`src/rtl/sdram_arbiter.sv`:
```
// Two-port round-robin SDRAM access arbiter with auto-refresh scheduling and postponed-refresh accounting.
// Grant and cmd_valid appear one cycle after the decision; cmd_* are held until cmd_ack, one command outstanding.
module sdram_arbiter #(
    parameter int REFRESH_INTERVAL = 1250,
    parameter int MAX_PENDING      = 8
) (
    input  logic        clk,
    input  logic        resetn,
    input  logic        ctrl_ready,
    input  logic        p0_req,
    input  logic        p0_we,
    input  logic [23:0] p0_addr,
    input  logic [15:0] p0_wdata,
    output logic        p0_gnt,
    output logic        p0_done,
    output logic [15:0] p0_rdata,
    input  logic        p1_req,
    input  logic        p1_we,
    input  logic [23:0] p1_addr,
    input  logic [15:0] p1_wdata,
    output logic        p1_gnt,
    output logic        p1_done,
    output logic [15:0] p1_rdata,
    output logic        cmd_valid,
    output logic        cmd_refresh,
    output logic        cmd_we,
    output logic [23:0] cmd_addr,
    output logic [15:0] cmd_wdata,
    input  logic        cmd_ack,
    input  logic        cmd_done,
    input  logic [15:0] cmd_rdata,
    output logic        refresh_overrun
);
    localparam int            TW       = (REFRESH_INTERVAL > 1) ? $clog2(REFRESH_INTERVAL) : 1;
    localparam logic [TW-1:0] RELOAD   = TW'(REFRESH_INTERVAL - 1);
    localparam logic [3:0]    PEND_MAX = 4'(MAX_PENDING);

    typedef enum logic [1:0] {S_IDLE, S_ISSUE, S_WAIT_DONE} state_t;

    state_t        state_q;
    logic [TW-1:0] timer_q, timer_d;
    logic [3:0]    pending_q, pending_d;
    logic          overrun_q, overrun_d;
    logic          last_port_q, cur_port_q;
    logic          p0_gnt_q, p1_gnt_q, p0_done_q, p1_done_q;
    logic [15:0]   p0_rdata_q, p1_rdata_q;
    logic          cmd_valid_q, cmd_refresh_q, cmd_we_q;
    logic [23:0]   cmd_addr_q;
    logic [15:0]   cmd_wdata_q;

    logic tick, ref_ack, refresh_due, pick_p1;

    assign tick        = ctrl_ready && (timer_q == '0);
    assign ref_ack     = (state_q == S_ISSUE) && cmd_valid_q && cmd_refresh_q && cmd_ack;
    // A tick landing in IDLE counts as due so a simultaneous port request cannot overtake it.
    assign refresh_due = (pending_q != 4'd0) || tick;
    assign pick_p1     = p1_req && (!p0_req || !last_port_q);

    always_comb begin
        timer_d   = timer_q;
        pending_d = pending_q;
        overrun_d = 1'b0;
        if (!ctrl_ready) begin
            timer_d   = RELOAD;
            pending_d = 4'd0;
        end else begin
            timer_d = tick ? RELOAD : timer_q - TW'(1);
            if (tick && !ref_ack) begin
                if (pending_q == PEND_MAX) overrun_d = 1'b1;
                else                       pending_d = pending_q + 4'd1;
            end else if (!tick && ref_ack && pending_q != 4'd0) begin
                pending_d = pending_q - 4'd1;
            end
        end
    end

    always_ff @(posedge clk or negedge resetn) begin
        if (!resetn) begin
            timer_q   <= RELOAD;
            pending_q <= 4'd0;
            overrun_q <= 1'b0;
        end else begin
            timer_q   <= timer_d;
            pending_q <= pending_d;
            overrun_q <= overrun_d;
        end
    end

    always_ff @(posedge clk or negedge resetn) begin
        if (!resetn) begin
            state_q       <= S_IDLE;
            last_port_q   <= 1'b1;
            cur_port_q    <= 1'b0;
            p0_gnt_q      <= 1'b0;
            p1_gnt_q      <= 1'b0;
            p0_done_q     <= 1'b0;
            p1_done_q     <= 1'b0;
            p0_rdata_q    <= 16'h0;
            p1_rdata_q    <= 16'h0;
            cmd_valid_q   <= 1'b0;
            cmd_refresh_q <= 1'b0;
            cmd_we_q      <= 1'b0;
            cmd_addr_q    <= 24'h0;
            cmd_wdata_q   <= 16'h0;
        end else begin
            p0_gnt_q  <= 1'b0;
            p1_gnt_q  <= 1'b0;
            p0_done_q <= 1'b0;
            p1_done_q <= 1'b0;
            case (state_q)
                S_IDLE: begin
                    if (ctrl_ready) begin
                        if (refresh_due) begin
                            cmd_refresh_q <= 1'b1;
                            cmd_valid_q   <= 1'b1;
                            state_q       <= S_ISSUE;
                        end else if (p0_req || p1_req) begin
                            cmd_refresh_q <= 1'b0;
                            cmd_valid_q   <= 1'b1;
                            cmd_we_q      <= pick_p1 ? p1_we    : p0_we;
                            cmd_addr_q    <= pick_p1 ? p1_addr  : p0_addr;
                            cmd_wdata_q   <= pick_p1 ? p1_wdata : p0_wdata;
                            cur_port_q    <= pick_p1;
                            last_port_q   <= pick_p1;
                            p0_gnt_q      <= !pick_p1;
                            p1_gnt_q      <= pick_p1;
                            state_q       <= S_ISSUE;
                        end
                    end
                end
                S_ISSUE: begin
                    if (!ctrl_ready) begin
                        cmd_valid_q <= 1'b0;
                        state_q     <= S_IDLE;
                    end else if (cmd_ack) begin
                        cmd_valid_q <= 1'b0;
                        state_q     <= S_WAIT_DONE;
                    end
                end
                S_WAIT_DONE: begin
                    if (!ctrl_ready) begin
                        state_q <= S_IDLE;
                    end else if (cmd_done) begin
                        if (!cmd_refresh_q) begin
                            if (cur_port_q) begin
                                p1_done_q <= 1'b1;
                                if (!cmd_we_q) p1_rdata_q <= cmd_rdata;
                            end else begin
                                p0_done_q <= 1'b1;
                                if (!cmd_we_q) p0_rdata_q <= cmd_rdata;
                            end
                        end
                        state_q <= S_IDLE;
                    end
                end
                default: state_q <= S_IDLE;
            endcase
        end
    end

    assign p0_gnt          = p0_gnt_q;
    assign p1_gnt          = p1_gnt_q;
    assign p0_done         = p0_done_q;
    assign p1_done         = p1_done_q;
    assign p0_rdata        = p0_rdata_q;
    assign p1_rdata        = p1_rdata_q;
    assign cmd_valid       = cmd_valid_q;
    assign cmd_refresh     = cmd_refresh_q;
    assign cmd_we          = cmd_we_q;
    assign cmd_addr        = cmd_addr_q;
    assign cmd_wdata       = cmd_wdata_q;
    assign refresh_overrun = overrun_q;
endmodule

```
`config.mk`:
```
export PLATFORM = sky130hd
export DESIGN_NAME = sdram_arbiter
export DESIGN_NICKNAME = d
export VERILOG_FILES = /design/src/rtl/sdram_arbiter.sv
export SDC_FILE = /design/constraint.sdc
export NUM_CORES = 1
export LEC_CHECK = 0
export CAP_MARGIN = 20
export CORE_ASPECT_RATIO = 1.5
export CORE_MARGIN = 2
export CORE_UTILIZATION = 46
export DETAILED_ROUTE_END_ITERATION = 16
export HOLD_SLACK_MARGIN = 0.03
export PLACE_DENSITY_LB_ADDON = 0.1
export SYNTH_ARGS = -nofsm -noshare
export SYNTH_HDL_FRONTEND = slang
export SYNTH_SLANG_ARGS = --single-unit
```
`constraint.sdc`:
```
create_clock -name clk -period 8.3 [get_ports clk]
set_clock_uncertainty 0.15 [all_clocks]
set_input_delay 1.66 -clock clk [delete_from_list [all_inputs] [get_ports clk]]
set_output_delay 1.66 -clock clk [all_outputs]
set_load 0.01 [all_outputs]
```
Figure 1. Metal 1.
The bar under the picture is 20 um long. Supply wires on this layer in gray.
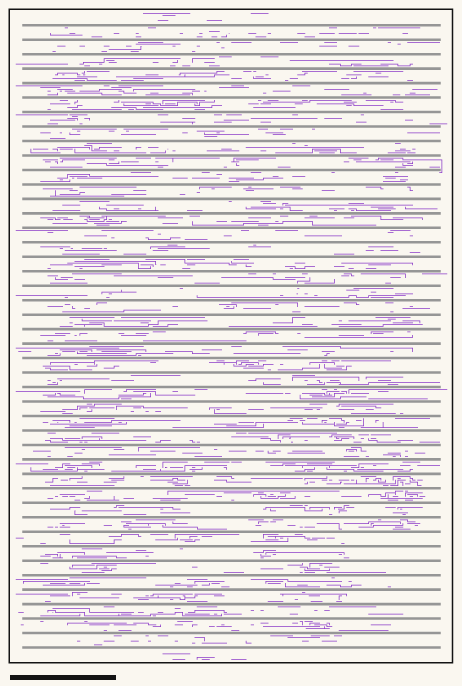
main direction: horizontal
longest straight run: 32.2 um

Figure 2. M2 wires.
Cells faint in the background.
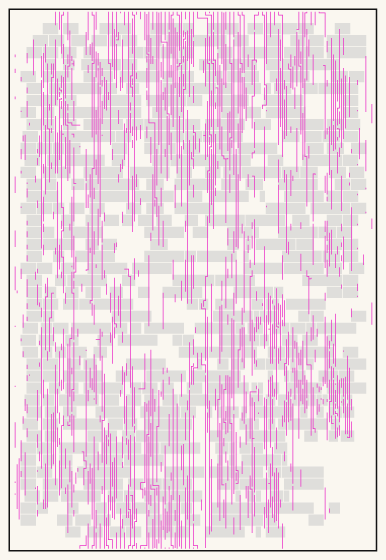
share of all routed wire: 53%
main direction: vertical

Figure 3. Metal 3.
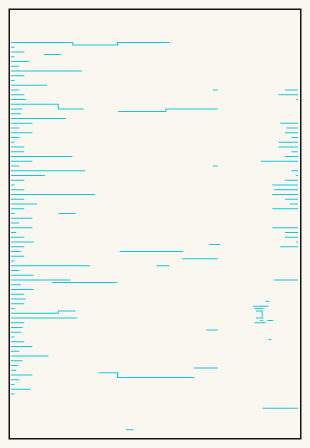
wire length on this layer: 733 um
nets with wire on the layer: 113

Figure 4. Metal 4.
The bar under the picture is 20 um long. Supply wires on this layer in gray.
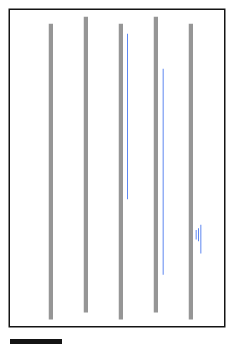
share of all routed wire: 1.5%
longest straight run: 79.6 um
nets with wire on the layer: 5
main direction: vertical

Figure 5. Routing congestion map.
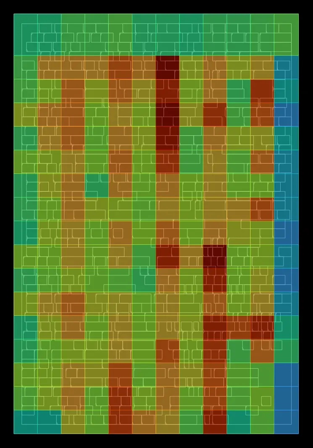
Global Route met3 Usage: 6.52%
final core occ: 71.1%

==> impl_metrics.yaml <==
# flow metrics
cts:
  cts_buffers: 9
  cts_tree: "done"
  cts.sinks: 99
  cts_resized: 0
  postCtsSetupRepairBufs: 0
  insertion_delay_ps: 340
  clkSlewWorstSetupHoldPaths_ps: 60
global_routing:
  grt_pass1_wl_mm: 17.9
  gr-usage-met1_pct: 26.3
  overflow: 0
  track_usage_pct: 22.4
  grt_use_met2_pct: 39.2
  top_usage_layer: "met2"
  grt_max_degree: 64
setup_path:
  slowest_delay_ps: 720
  crit_path_end_kind: "flip-flop"
  r2r_start: "timer_q[1]$_DFF_PN0_"
  cp_cell_sequence: "clkdlybuf4s50_1, nand4_1, nand3_1, buf_4, or2_1, buf_4, o2bb2ai_1"
  cp.arrival_ps: 4620
  crit_top_cell: "buf_4"
  cp-start-kind: "input port"
  slowest_stage: "clkdlybuf4s50_1"
  cp_max_fo: 43
final_timing:
  worst_pin_slew_ps: 769
  final-max-slew-violation-count: 0
  layout_min_cycle_time_ps: 4510
  holdWs_ps: 318
  max_freq_ghz: 0.222
  finalSetupTns_ps: 0
  final-hold-violation-count: 0
  finalClockPeriodUsage_pct: 54.4
  rsz0062_at_grt: "false"
routing:
  num_vias: 3499
  wl_mm: 11.2
  met1Wirelength_mm: 4.33
  wl_met2_mm: 5.96
  route.met3.wl_um: 732
  firstDrtPassIters: 4
finish:
  drive_above_1_share_pct: 12.2
  largest_class: "registers"
  fill_cells: 724
  seq_area_um2: 2480
  areaGrowthSynthToFinish_pct: 51.9
  comb_share_pct: 26.2
  diodes: 0
  flops: 99
  n_clock_buffer: 12
  buffers: 190
  stdcell_count: 637
  sh_seq_area_pct: 38.0
  final_nets: 629
yosys:
  yosysUniqueCellTypes: 46
  ys_area_um2: 4310
  ys_cells: 342
  mux_area_share_pct: 9.06
  topCombFamilyByArea: "AND-OR/OR-AND gates"
  top_area_cell: "dfrtp_1"
  synthCells: 342
  edf_count: 0
  yosys.area_share.aoi_pct: 18.6
  ys_seq_share_pct: 57.7
  synth_area_um2: 4310
  top_area_share_pct: 54.0
  ys_top_cells_by_area: "dfrtp_1 (54%), mux2_2 (8.4%), o2bb2ai_1 (8.3%)"
  adder_share_pct: 1.16
  async_flop_share_pct: 100
  ff_type: "dfrtp_1"
  top_cell: "dfrtp_1"
job:
  warnings: 27
  maxCapViolations: 0
worst_hold_path:
  holdPathEnd: "timer_q[0]$_DFF_PN1_"
  min_path_cells: 1
pwr:
  clock_power_share_pct: 27.9
  powerSeq_uw: 634
  power.density_nw_per_um2: 224
  top_power_group: "registers"
  p_comb_uw: 421
  swShare_pct: 27.4
  pwr-share-seq_pct: 43.3
  p_sw_uw: 401
  intPower_uw: 1060
floorplanning:
  die_h_um: 123
  pin_count: 185
  die-area_um2: 10200
  core_um2: 9200
  die_x_um: 83.0
  fp-row-count: 43
outcome:
  status: "finished clean"
placement:
  dp.cells: 620
  dp_hpwl_mm: 8.05
-- worst max-delay path: cells and delay by family --
| family | cells | cell delay (ps) |
|---|---|---|
| buffers and inverters | 3 | 1530 |
| AND/OR/NAND/NOR | 3 | 1250 |
| AND-OR/OR-AND | 1 | 160 |
-- registers in the layout, summed over array words and instances, names as in the netlist, 2 cells and up --
register   count
cmd_wdata     16
state_q        2
cmd_addr      24
timer_q       11
pending_q      4
p0_rdata      16
p1_rdata      16
-- per-stage QoR --
stage	worst slack, ps	total power, uW	instance area [um^2]	utilization (%)
finish	3790	1460	6540	71.1
global route	3470	1530	6540	71.1
CTS	3780	1470	6520	70.9
detailed placement	3440	1060	6230	67.8
global placement	3530	1050	6230	67.8
floorplan	4770	793	4310	-
Power is estimated from default activity; no workload was simulated.
